--- src/rtl/dms_frame_decoder_if.sv ---
// Signal bundle for the DMS frame decoder: serial line and mode in,
// decoded word, payload and status flags out.
interface dms_frame_decoder_if #(
    parameter int KEY_W   = 32,
    parameter int MSG_MAX = 32
);
    localparam int LEN_W = $clog2(MSG_MAX) + 1;

    logic               str;
    logic               mode;
    logic [KEY_W-1:0]   msg;
    logic               msg_valid;
    logic               frame;
    logic [MSG_MAX-1:0] sent;
    logic [LEN_W-1:0]   sent_len;
    logic               configured;
    logic               cfg_err;
    logic               bit_err;

    modport master (
        output str, mode,
        input  msg, msg_valid, frame, sent, sent_len, configured, cfg_err, bit_err
    );

    modport slave (
        input  str, mode,
        output msg, msg_valid, frame, sent, sent_len, configured, cfg_err, bit_err
    );
endinterface

--- src/rtl/dms_frame_decoder.sv ---
// Serial key/mask loader plus pulse-width bit demodulator that emits the
// decrypted word for every decoded bit and keeps a payload shadow register.
module dms_frame_decoder #(
    parameter int KEY_W      = 32,
    parameter int MIN_PERIOD = 10,
    parameter int MAX_PERIOD = 60,
    parameter int MSG_MAX    = 32,
    parameter int CNT_W      = 8
) (
    input  logic               clk,
    input  logic               reset,
    dms_frame_decoder_if.slave bus
);
    localparam int LEN_W = $clog2(MSG_MAX) + 1;
    localparam int IDX_W = (MSG_MAX > 1) ? $clog2(MSG_MAX) : 1;
    localparam int CFG_W = 16;
    localparam logic [4:0]       LOG_KEY   = 5'($clog2(KEY_W));
    localparam logic [CNT_W-1:0] MIN_P     = CNT_W'(MIN_PERIOD);
    localparam logic [CNT_W-1:0] TIMEOUT_P = CNT_W'(MAX_PERIOD + 1);
    localparam logic [CNT_W-1:0] CNT_SAT   = '1;
    localparam logic [LEN_W-1:0] SENT_CAP  = LEN_W'(MSG_MAX);

    typedef enum logic [2:0] {CFG_HDR, CFG_KEY, CFG_CAPS, CFG_DONE, CFG_ERR} cfg_state_t;
    typedef enum logic {DEC_IDLE, DEC_BIT} dec_state_t;

    cfg_state_t         r_cfgState, w_cfgNext, w_cfgCur;
    logic [CFG_W-1:0]   r_cfgCnt, w_cfgCntCur;
    logic [2:0]         r_n;
    logic [CFG_W-1:0]   r_len;
    logic [KEY_W-1:0]   r_d, r_caps, r_maskL;
    logic               r_configured, r_cfgErr;
    logic               r_prevMode, r_prevStr;

    dec_state_t         r_decState, w_decNext;
    logic [CNT_W-1:0]   r_period, r_ones, r_zeros;
    logic               r_frame;
    logic [KEY_W-1:0]   r_msg;
    logic               r_msgValid, r_bitErr;
    logic [MSG_MAX-1:0] r_sent;
    logic [LEN_W-1:0]   r_sentLen;

    logic               w_modeRise, w_hdrLast, w_hdrBad, w_fieldLast;
    logic [3:0]         w_nibble;
    logic [CFG_W-1:0]   w_lenNew;
    logic               w_decEn, w_boundary, w_symEnd, w_shortSym, w_timeout, w_bitVal;
    logic [CNT_W-1:0]   w_periodInc;
    logic [KEY_W-1:0]   w_word;

    // A rising mode edge restarts configuration with this very sample as header bit 0.
    assign w_modeRise  = bus.mode & ~r_prevMode;
    assign w_cfgCur    = w_modeRise ? CFG_HDR : r_cfgState;
    assign w_cfgCntCur = w_modeRise ? '0 : r_cfgCnt;
    assign w_nibble    = {r_n, bus.str};
    assign w_hdrLast   = (w_cfgCur == CFG_HDR) && (w_cfgCntCur == CFG_W'(3));
    assign w_hdrBad    = {1'b0, w_nibble} > LOG_KEY;
    assign w_lenNew    = CFG_W'(1) << w_nibble;
    assign w_fieldLast = (w_cfgCntCur == r_len - CFG_W'(1));

    always_comb begin
        w_cfgNext = r_cfgState;
        if (bus.mode) begin
            w_cfgNext = w_cfgCur;
            case (w_cfgCur)
                CFG_HDR:  if (w_hdrLast) w_cfgNext = w_hdrBad ? CFG_ERR : CFG_KEY;
                CFG_KEY:  if (w_fieldLast) w_cfgNext = CFG_CAPS;
                CFG_CAPS: if (w_fieldLast) w_cfgNext = CFG_DONE;
                default:  w_cfgNext = w_cfgCur;
            endcase
        end
    end

    always_ff @(posedge clk or posedge reset) begin
        if (reset) begin
            r_cfgState <= CFG_HDR;
        end else begin
            r_cfgState <= w_cfgNext;
        end
    end

    always_ff @(posedge clk or posedge reset) begin
        if (reset) begin
            r_cfgCnt     <= '0;
            r_n          <= '0;
            r_len        <= '0;
            r_d          <= '0;
            r_caps       <= '0;
            r_maskL      <= '0;
            r_configured <= 1'b0;
            r_cfgErr     <= 1'b0;
            r_prevMode   <= 1'b0;
        end else begin
            r_prevMode <= bus.mode;
            if (bus.mode) begin
                if (w_modeRise) begin
                    r_configured <= 1'b0;
                    r_cfgErr     <= 1'b0;
                end
                case (w_cfgCur)
                    CFG_HDR: begin
                        r_n <= w_nibble[2:0];
                        if (w_hdrLast) begin
                            r_cfgCnt <= '0;
                            r_len    <= w_lenNew;
                            r_d      <= '0;
                            r_caps   <= '0;
                            r_maskL  <= ~({KEY_W{1'b1}} << w_lenNew);
                            r_cfgErr <= w_hdrBad;
                        end else begin
                            r_cfgCnt <= w_cfgCntCur + CFG_W'(1);
                        end
                    end
                    CFG_KEY: begin
                        r_d      <= {r_d[KEY_W-2:0], bus.str};
                        r_cfgCnt <= w_fieldLast ? '0 : w_cfgCntCur + CFG_W'(1);
                    end
                    CFG_CAPS: begin
                        r_caps   <= {r_caps[KEY_W-2:0], bus.str};
                        r_cfgCnt <= w_fieldLast ? '0 : w_cfgCntCur + CFG_W'(1);
                        if (w_fieldLast) r_configured <= 1'b1;
                    end
                    default: r_cfgCnt <= w_cfgCntCur;
                endcase
            end
        end
    end

    assign w_decEn     = ~bus.mode & r_configured;
    assign w_boundary  = ~r_prevStr & bus.str;
    assign w_periodInc = (r_period == CNT_SAT) ? r_period : r_period + CNT_W'(1);
    assign w_shortSym  = w_symEnd && (r_period < MIN_P);
    assign w_bitVal    = r_ones > r_zeros;
    assign w_word      = w_bitVal ? ((~r_d | r_caps) & r_maskL) : ((r_d | r_caps) & r_maskL);

    always_comb begin
        w_decNext = r_decState;
        w_symEnd  = 1'b0;
        w_timeout = 1'b0;
        if (!w_decEn) begin
            w_decNext = DEC_IDLE;
        end else begin
            case (r_decState)
                DEC_IDLE: if (w_boundary) w_decNext = DEC_BIT;
                DEC_BIT: begin
                    if (w_boundary) begin
                        w_symEnd = 1'b1;
                    end else if (w_periodInc >= TIMEOUT_P) begin
                        w_timeout = 1'b1;
                        w_decNext = DEC_IDLE;
                    end
                end
            endcase
        end
    end

    always_ff @(posedge clk or posedge reset) begin
        if (reset) begin
            r_decState <= DEC_IDLE;
        end else begin
            r_decState <= w_decNext;
        end
    end

    // r_frame doubles as "symbol index is non-zero": the next symbol end after it drops is a sync.
    always_ff @(posedge clk or posedge reset) begin
        if (reset) begin
            r_prevStr  <= 1'b0;
            r_period   <= '0;
            r_ones     <= '0;
            r_zeros    <= '0;
            r_frame    <= 1'b0;
            r_msg      <= '0;
            r_msgValid <= 1'b0;
            r_bitErr   <= 1'b0;
            r_sent     <= '0;
            r_sentLen  <= '0;
        end else begin
            r_prevStr  <= bus.str;
            r_msgValid <= 1'b0;
            r_bitErr   <= 1'b0;
            if (!w_decEn) begin
                r_frame <= 1'b0;
            end else if (r_decState == DEC_IDLE) begin
                if (w_boundary) begin
                    r_period <= '0;
                    r_ones   <= '0;
                    r_zeros  <= '0;
                end
            end else if (w_symEnd) begin
                r_period <= CNT_W'(1);
                r_ones   <= CNT_W'(1);
                r_zeros  <= '0;
                if (w_shortSym) begin
                    r_bitErr <= 1'b1;
                    r_frame  <= 1'b0;
                end else if (!r_frame) begin
                    r_frame   <= 1'b1;
                    r_sent    <= '0;
                    r_sentLen <= '0;
                end else begin
                    r_msg      <= w_word;
                    r_msgValid <= 1'b1;
                    if (r_sentLen < SENT_CAP) begin
                        r_sent[r_sentLen[IDX_W-1:0]] <= w_bitVal;
                        r_sentLen <= r_sentLen + LEN_W'(1);
                    end
                end
            end else begin
                r_period <= w_periodInc;
                if (bus.str && r_ones != CNT_SAT) r_ones <= r_ones + CNT_W'(1);
                if (!bus.str && r_zeros != CNT_SAT) r_zeros <= r_zeros + CNT_W'(1);
                if (w_timeout) r_frame <= 1'b0;
            end
        end
    end

    assign bus.msg        = r_msg;
    assign bus.msg_valid  = r_msgValid;
    assign bus.frame      = r_frame;
    assign bus.sent       = r_sent;
    assign bus.sent_len   = r_sentLen;
    assign bus.configured = r_configured;
    assign bus.cfg_err    = r_cfgErr;
    assign bus.bit_err    = r_bitErr;
endmodule

--- src/flat_wrapper.sv ---
// flat-port wrapper written by rule: the top's interface ports become plain ports
module dms_frame_decoder_flat 
#(
    parameter int KEY_W      = 32,
    parameter int MIN_PERIOD = 10,
    parameter int MAX_PERIOD = 60,
    parameter int MSG_MAX    = 32,
    parameter int CNT_W      = 8
)
  (clk, reset, bus_str, bus_mode, bus_msg, bus_msg_valid, bus_frame, bus_sent, bus_sent_len, bus_configured, bus_cfg_err, bus_bit_err);
  dms_frame_decoder_if #(.KEY_W(KEY_W), .MSG_MAX(MSG_MAX)) bus_i ();
  input  logic clk;
  input  logic reset;
  input wire logic [$bits(bus_i.str)-1:0] bus_str;
  input wire logic [$bits(bus_i.mode)-1:0] bus_mode;
  output wire logic [$bits(bus_i.msg)-1:0] bus_msg;
  output wire logic [$bits(bus_i.msg_valid)-1:0] bus_msg_valid;
  output wire logic [$bits(bus_i.frame)-1:0] bus_frame;
  output wire logic [$bits(bus_i.sent)-1:0] bus_sent;
  output wire logic [$bits(bus_i.sent_len)-1:0] bus_sent_len;
  output wire logic [$bits(bus_i.configured)-1:0] bus_configured;
  output wire logic [$bits(bus_i.cfg_err)-1:0] bus_cfg_err;
  output wire logic [$bits(bus_i.bit_err)-1:0] bus_bit_err;
  assign bus_i.str = bus_str;
  assign bus_i.mode = bus_mode;
  assign bus_msg = bus_i.msg;
  assign bus_msg_valid = bus_i.msg_valid;
  assign bus_frame = bus_i.frame;
  assign bus_sent = bus_i.sent;
  assign bus_sent_len = bus_i.sent_len;
  assign bus_configured = bus_i.configured;
  assign bus_cfg_err = bus_i.cfg_err;
  assign bus_bit_err = bus_i.bit_err;
  dms_frame_decoder #(.KEY_W(KEY_W), .MIN_PERIOD(MIN_PERIOD), .MAX_PERIOD(MAX_PERIOD), .MSG_MAX(MSG_MAX), .CNT_W(CNT_W)) u_core (.clk(clk), .reset(reset), .bus(bus_i));
endmodule
--- config.mk ---
export PLATFORM = sky130hd
export DESIGN_NAME = dms_frame_decoder_flat
export DESIGN_NICKNAME = d
export VERILOG_FILES = /design/src/rtl/dms_frame_decoder_if.sv /design/src/rtl/dms_frame_decoder.sv /design/src/flat_wrapper.sv
export SDC_FILE = /design/constraint.sdc
export NUM_CORES = 1
export LEC_CHECK = 0
export CORE_MARGIN = 5
export CORE_UTILIZATION = 60
export DETAILED_ROUTE_END_ITERATION = 10
export PLACE_DENSITY_LB_ADDON = 0.08
export SLEW_MARGIN = 20
export SYNTH_ARGS = -nofsm -noshare
export SYNTH_HDL_FRONTEND = slang
export SYNTH_SLANG_ARGS = --single-unit
--- constraint.sdc ---
create_clock -name clk -period 12.4 [get_ports clk]
set_input_delay 3.72 -clock clk [delete_from_list [all_inputs] [get_ports clk]]
set_output_delay 3.72 -clock clk [all_outputs]
set_load 0.01 [all_outputs]
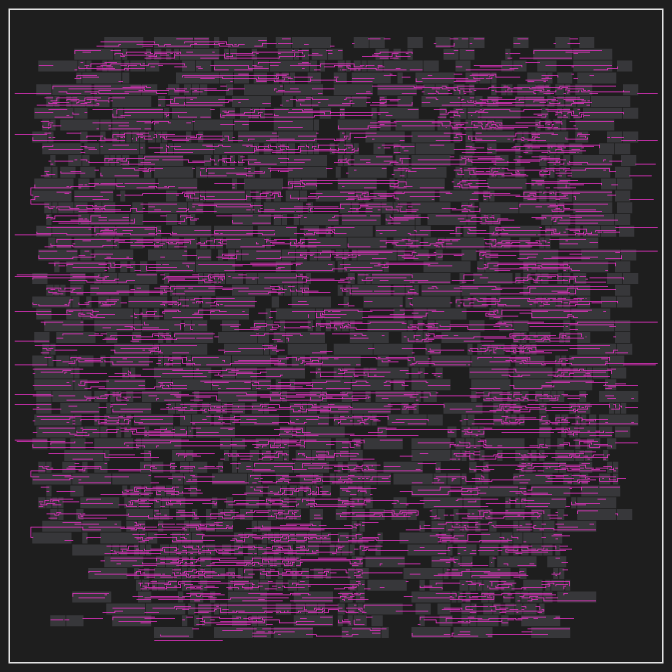
**Above:** run 1 (signal wires on met1).
Cells faint in the background.
nets with wire on the layer	1225
wire length on this layer	13000 um
share of all routed wire	47%
detailed-route via count: 9544
M1 GR Usage: 0.3751

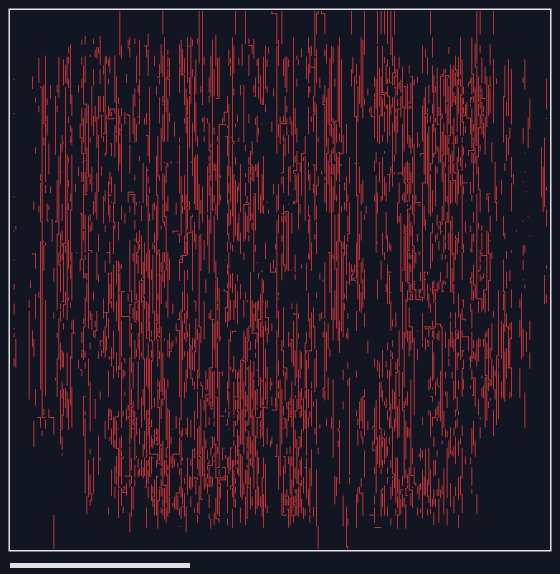
**Above:** run 1 (the metal 2 layer).
Bar = 50 um.
wire length on this layer	12800 um
nets with wire on the layer	1092
main direction	vertical
longest straight run	54.6 um

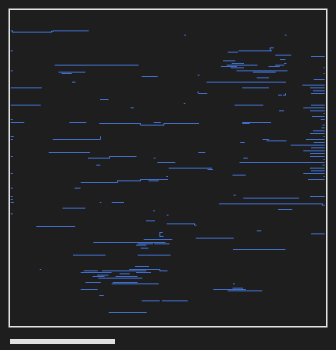
**Above:** run 1 (met3 routing).
Bar = 50 um.
wire length on this layer	1350 um
nets with wire on the layer	120
main direction	horizontal
share of all routed wire	4.9%
longest straight run	49.0 um

==> reports/qor_table.md, run 1 <==
| Quantity | This run |
|:---|:---|
| Run status | completed |
| Met1 Routed Length | 12980 um |
| Met2 track utilization from global routing | 0.3929 |
| Footprint of the flip-flops and latches | 5906 um2 |
| Count of final setup violators | 0 |
| Wire length on met3 | 1354 um |
| Filler cells | 1573 |
| Destination of the worst register-to-register timing path | u_core.r_maskL[6] |
| Synthesized area | 11810 um2 |
| Seq group | 943 uW |
| Buffer share of cell area | 0.06437 |
| Share of total power in combinational logic | 0.237 |
| Overflow after GRT | 0 |
| Depth of the worst register-to-register path | 8 |
| Slew headroom | 0.3528 |
| Maximum level of the CTS H-tree | 1 |
| Worst Hold Depth | 2 |
| Num rows | 51 |
| Class of the most critical setup path | input port to register |
| Non-Clock Inverter Count | 30 |
| Fraction of power consumed by the clock network | 0.348 |
| Detail Route Antenna Nets | 0 |
| Max power group | registers |
| Crit path from | bus_mode |
| Die Size | 22590 um2 |
| Sequential share of the synthesized area | 0.5001 |
| Crit Path Max Fanout | 51 |
| Total number of nets in the final design | 1341 |
| Routed length on met2 | 12850 um |
| Clock input transition at the sequential cells of the worst setup and hold paths | 0.06 ns |
| Max frequency | 134.7 MHz |
| Post-Layout Inst Area | 13650 um2 |
| Crit start category | input port |
| Worst setup endpoint | u_core.r_maskL[6] |
| Logic area | 5510 um2 |
| Post-synth top area cell | dfrtp_1 |
| LEAKAGE | 0.006379 uW |
| GRT Total Usage | 0.2480 |
| Switching power total | 705.3 uW |
| Fraction of standard cell area in multi-input logic | 0.4038 |
| Layout area overhead | 15.54% |
| Gpl congestion | 0.9025 |
| Critical path endpoint category | register |
| Hold-critical path endpoint | u_core.r_caps[31] |
| Leading cell type by number of instances after synthesis | dfrtp_1 |
| Combinational logic power | 539 uW |
| Unrepaired setup endpoints after global routing | false |
| Peak supply drop | 139.7 uV |
| Largest cell class | sequential cells |
| Switching power share of the total | 0.3103 |
| Launching point of the worst reg2reg path | u_core.r_prevMode |
| Num sequential | 236 |
| M3 GR Usage | 0.02559 |
| # Max-Cap Violations | 0 |
-- run 1: cell families (layout without fill, tap and decap cells) --
logic type	Yosys count	count (layout)	synth area share
AND-OR/OR-AND	289	289	0.1606
XOR/XNOR	65	65	0.05053
adder cells (fa/ha/maj)	17	17	0.01801
buffers and inverters	113	167	0.03676
flip-flops	236	236	0.5001
multiplexers	37	37	0.03189
AND/OR/NAND/NOR	529	529	0.2021
-- run 1: critical path, stage by stage --
cell and delay (ns):
buf_2 0.10, buf_4 0.29, nand2b_1 0.69, and2_1 0.23
ha_1 0.21, a21boi_1 0.42, nand3_2 0.81, or3_1 0.89
nand2b_1 0.31, o21a_1 0.14
**Run 1: clock nets**

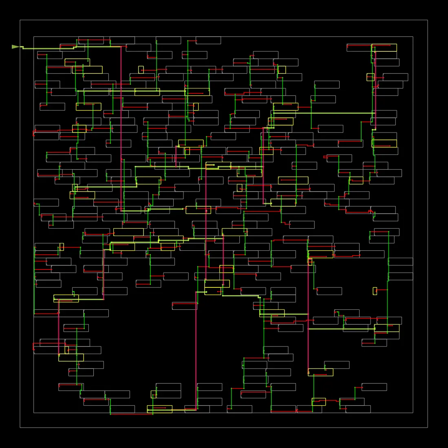

## Run 2: what changed since run 1
--- a/config.mk
+++ b/config.mk
@@ -6,7 +6,7 @@
 export NUM_CORES = 1
 export LEC_CHECK = 0
 export CORE_MARGIN = 5
-export CORE_UTILIZATION = 60
+export CORE_UTILIZATION = 54
 export DETAILED_ROUTE_END_ITERATION = 10
 export PLACE_DENSITY_LB_ADDON = 0.08
 export SLEW_MARGIN = 20
==> constraint.sdc (replaced) <==
create_clock -name clk -period 6.7 [get_ports clk]
set_input_delay 2.01 -clock clk [delete_from_list [all_inputs] [get_ports clk]]
set_output_delay 2.01 -clock clk [all_outputs]
set_load 0.01 [all_outputs]
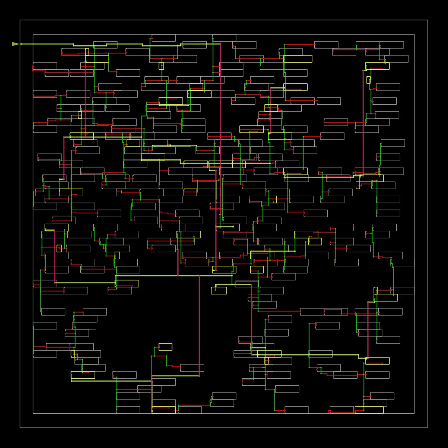
**Above:** run 2 (clock nets).
clock latency at the later pin of the worst-skew pair: 0.53 ns
number of buffers added by the clock tree synthesis step: 26
num sequential: 236

==> run 2 against run 1 <==
Critical endpoint is now u_core.r_cfgCnt[14]; design area about the same; register-to-register slack got worse by 5.2 ns; global-route usage down 2.1 points; area after synthesis is the same; clock skew rose by 0.0023 ns; worst setup slack lost 3.4 ns; largest cell class unchanged; sequential cell count is the same; non-clock buffer count grew 5; sequential power grew 85%; clock power is 81% higher; cell count grew 1.2%.
==> reports/qor_table.md, run 2 <==
| Quantity | This run | vs previous |
|:---|:---|:---|
| Slew headroom | 0.3389 | was 0.3528 |
| Max power group | registers | unchanged |
| Critical path endpoint category | register | unchanged |
| # Max-Cap Violations | 0 | unchanged |
| Maximum level of the CTS H-tree | 1 | unchanged |
| Launching point of the worst reg2reg path | u_core.r_prevMode | unchanged |
| Post-synth top area cell | dfrtp_1 | unchanged |
| Largest cell class | sequential cells | unchanged |
| Fraction of power consumed by the clock network | 0.344 | was 0.348 |
| Wire length on met3 | 1454 um | was 1354 um |
| Crit Path Max Fanout | 25 | was 51 |
| M1 GR Usage | 0.3358 | was 0.3751 |
| Die Size | 24930 um2 | was 22590 um2 |
| Sequential share of the synthesized area | 0.5001 | unchanged |
| Combinational logic power | 997 uW | was 539 uW |
| Num rows | 54 | was 51 |
| Clock input transition at the sequential cells of the worst setup and hold paths | 0.06 ns | about the same |
| Fraction of standard cell area in multi-input logic | 0.4026 | was 0.4038 |
| Met2 track utilization from global routing | 0.3640 | was 0.3929 |
| GRT Total Usage | 0.2268 | was 0.2480 |
| Peak supply drop | 215.6 uV | was 139.7 uV |
| Switching power total | 1296 uW | was 705.3 uW |
| Met1 Routed Length | 13060 um | was 12980 um |
| Hold-critical path endpoint | u_core.r_maskL[19] | was u_core.r_caps[31] |
| Crit path from | bus_mode | unchanged |
| Routed length on met2 | 12960 um | was 12850 um |
| Count of final setup violators | 0 | unchanged |
| Footprint of the flip-flops and latches | 5906 um2 | unchanged |
| Non-Clock Inverter Count | 30 | unchanged |
| Overflow after GRT | 0 | unchanged |
| Synthesized area | 11810 um2 | unchanged |
| Unrepaired setup endpoints after global routing | false | unchanged |
| Run status | completed | unchanged |
| Buffer share of cell area | 0.06656 | was 0.06437 |
| Detailed-route via count | 9485 | was 9544 |
| Share of total power in combinational logic | 0.239 | was 0.237 |
==> run 2: cell counts after synthesis <==
No cell type changed its count.
==> run 2: kinds of logic (layout without fill, tap and decap cells) <==
group | count (synthesis) | count (layout) | synth area share
AND-OR/OR-AND | 289 | 289 | 0.1606
XOR/XNOR | 65 | 65 | 0.05053
adder cells (fa/ha/maj) | 17 | 17 | 0.01801
buffers and inverters | 113 | 172 | 0.03676
flip-flops | 236 | 236 | 0.5001
multiplexers | 37 | 37 | 0.03189
AND/OR/NAND/NOR | 529 | 529 | 0.2021
==> run 2: critical path: stages <==
cell and delay [ns]:
buf_2 0.26, nand2b_1 0.69, nand2_1 0.22, a221o_1 0.35
a211o_1 0.29, a2111o_1 0.41, or4_1 0.80, nand3_1 0.30
o311ai_1 0.12
**Run 2: the metal 2 layer**

Bar = 50 um.
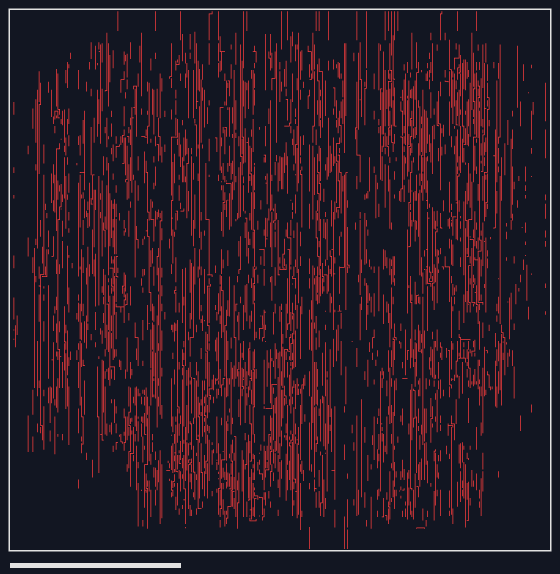

## Run 3: what changed since run 2
--- a/config.mk
+++ b/config.mk
@@ -6,7 +6,7 @@
 export NUM_CORES = 1
 export LEC_CHECK = 0
 export CORE_MARGIN = 5
-export CORE_UTILIZATION = 54
+export CORE_UTILIZATION = 60
 export DETAILED_ROUTE_END_ITERATION = 10
 export PLACE_DENSITY_LB_ADDON = 0.08
 export SLEW_MARGIN = 20
==> constraint.sdc (replaced) <==
create_clock -name clk -period 5.02 [get_ports clk]
set_input_delay 1.506 -clock clk [delete_from_list [all_inputs] [get_ports clk]]
set_output_delay 1.506 -clock clk [all_outputs]
set_load 0.01 [all_outputs]
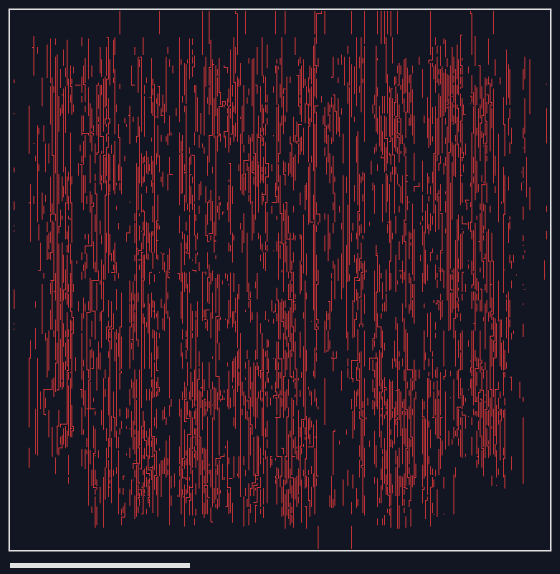
**Above:** run 3 (the metal 2 layer).
Bar = 50 um.
detailed-route via count: 9626
met2 track utilization from global routing: 0.4010
Final Routed Wirelength: 27730 um

==> run 3 against run 2 <==
Wire length is 0.57% lower; design area is 0.30% higher; largest power group unchanged; area after synthesis stayed put; combinational power is 33% higher.
==> reports/qor_table.md, run 3 <==
| Quantity | This run | vs previous |
|:---|:---|:---|
| Depth of the worst register-to-register path | 10 | was 8 |
| Number of different library cells in the post-synthesis netlist | 68 | unchanged |
| Detail Route Antenna Nets | 0 | unchanged |
| #FFs+latches synth | 236 | unchanged |
| Post-Synth AOI/OAI Area | 0.1606 | unchanged |
| Wire length on met3 | 1664 um | was 1454 um |
| Footprint of the flip-flops and latches | 5906 um2 | unchanged |
| Seq group | 2320 uW | was 1740 uW |
| Yosys warnings | 0 | unchanged |
| Synthesized area | 11810 um2 | unchanged |
| Switching power share of the total | 0.3061 | was 0.3106 |
| Die span in x | 150.3 um | was 157.9 um |
| XOR/XNOR Area Share | 0.05054 | unchanged |
| Number of clock sinks seen by CTS | 236 | unchanged |
| Clock latency at the later pin of the worst-skew pair | 0.53 ns | about the same |
| Leading cell type by number of instances after synthesis | dfrtp_1 | unchanged |
| M3 GR Usage | 0.03943 | was 0.02706 |
| Arrival time of the worst setup path | 4.47 ns | was 5.48 ns |
| Class of the most critical setup path | input port to register | unchanged |
| Crit Path Max Fanout | 50 | was 25 |
| Met1 Routed Length | 12410 um | was 13060 um |
| Clock input transition at the sequential cells of the worst setup and hold paths | 0.06 ns | about the same |
| Sequential share of the synthesized area | 0.5001 | unchanged |
| Combinational logic power | 1330 uW | was 997 uW |
| Total number of nets in the final design | 1352 | was 1346 |
| Peak supply drop | 315.6 uV | was 215.6 uV |
| Dominant cell area share | 0.5001 | unchanged |
| Tightest hold margin | 0.4760 ns | was 0.4774 ns |
| Yosys cell count | 1286 | unchanged |
| Destination of the worst register-to-register timing path | u_core.r_cfgCnt[14] | unchanged |
| Core utilization of the finished layout | 0.7056 | was 0.6292 |
| Max frequency | 245.5 MHz |  |
| Die Size | 22590 um2 | was 24930 um2 |
| Num sequential | 236 | unchanged |
| Mux area share | 0.03189 | unchanged |
| Fraction of power consumed by the clock network | 0.339 | was 0.344 |
| Post-synthesis area per instance | 9.184 um2 | unchanged |
| Unrepaired setup endpoints after global routing | false | unchanged |
| M1 GR Usage | 0.3596 | was 0.3358 |
| Largest cell class | sequential cells | unchanged |
| Slew headroom | 0.4901 | was 0.3389 |
| Gpl congestion | 0.8952 | was 0.8819 |
| # Max-Cap Violations | 0 | unchanged |
| Layout area overhead | 15.90% | was 15.55% |
| Count of final setup violators | 0 | unchanged |
| Share of total power in combinational logic | 0.240 | was 0.239 |
| GRT Total Usage | 0.2492 | was 0.2268 |
| DRT iter0 DRCs | 720 | was 602 |
| Routed length on met2 | 13200 um | was 12960 um |
| Count of tool warnings | 31 | unchanged |
| Simple-gate share of the synthesized area | 0.2021 | unchanged |
| Post-synth top area cell | dfrtp_1 | unchanged |
| Num rows | 51 | was 54 |
| Top Usage Layer GRT | met2 | unchanged |
| Post-Synth Adder-Cell Area | 0.01801 | unchanged |
| Max power group | registers | unchanged |
| Worst Hold Depth | 1 | unchanged |
| Buffer count from post-CTS setup fixing | 0 | unchanged |
| Switching power total | 1690 uW | was 1296 uW |
| Filler cells | 1516 | was 1805 |
| Critical path endpoint category | register | unchanged |
| Hold-critical path endpoint | u_core.r_maskL[21] | was u_core.r_maskL[19] |
| Crit path DRT | 5.42 ns | was 7.10 ns |
| Buffer share of cell area | 0.07240 | was 0.06656 |
| Commonest flop | dfrtp_1 | unchanged |
| Fraction of standard cell area in multi-input logic | 0.4014 | was 0.4026 |
| Launching point of the worst reg2reg path | u_core.r_len[0] | was u_core.r_prevMode |
| Post-Layout Inst Area | 13690 um2 | was 13650 um2 |
| Overflow after GRT | 0 | unchanged |
| Run status | completed | unchanged |
| Antenna diode instance count | 0 | unchanged |
| Logic area | 5494 um2 | unchanged |
| Maximum buffer depth of the clock tree | 3 | unchanged |
| Crit start category | input port | unchanged |
| Dominant comb cell | simple AND/OR/NAND/NOR gates | unchanged |
| LEAKAGE | 0.006428 uW | was 0.006395 uW |
| Number of buffers added by the clock tree synthesis step | 26 | unchanged |
| Maximum level of the CTS H-tree | 1 | unchanged |
| Non-Clock Inverter Count | 30 | unchanged |
run 3: cell counts after synthesis:
Identical to the previous run, type by type.
run 3: worst max path at each step:
stage / from / end / slack, ns / cells past startpoint
floorplan: reset / u_core.bus.bit_err / 0.42 / 1
global placement: bus_mode / u_core.r_cfgCnt[14] / 0.51 / 9
detailed placement: bus_mode / u_core.r_cfgCnt[14] / 0.43 / 9
CTS: bus_mode / u_core.r_cfgCnt[14] / 0.98 / 10
global route: bus_mode / u_core.r_cfgCnt[14] / 0.76 / 10
finish: bus_mode / u_core.r_cfgCnt[14] / 0.95 / 10
run 3: worst max-delay path, cell delays in order:
cell and delay, ns:
buf_2 0.09, buf_4 0.47, nor2b_1 0.38, nor2_1 0.17, xnor2_1 0.15, o32ai_1 0.34
o2111ai_1 0.18, or4_1 0.71, nand3_1 0.32, o311ai_1 0.13
Power is estimated from default activity; no workload was simulated.
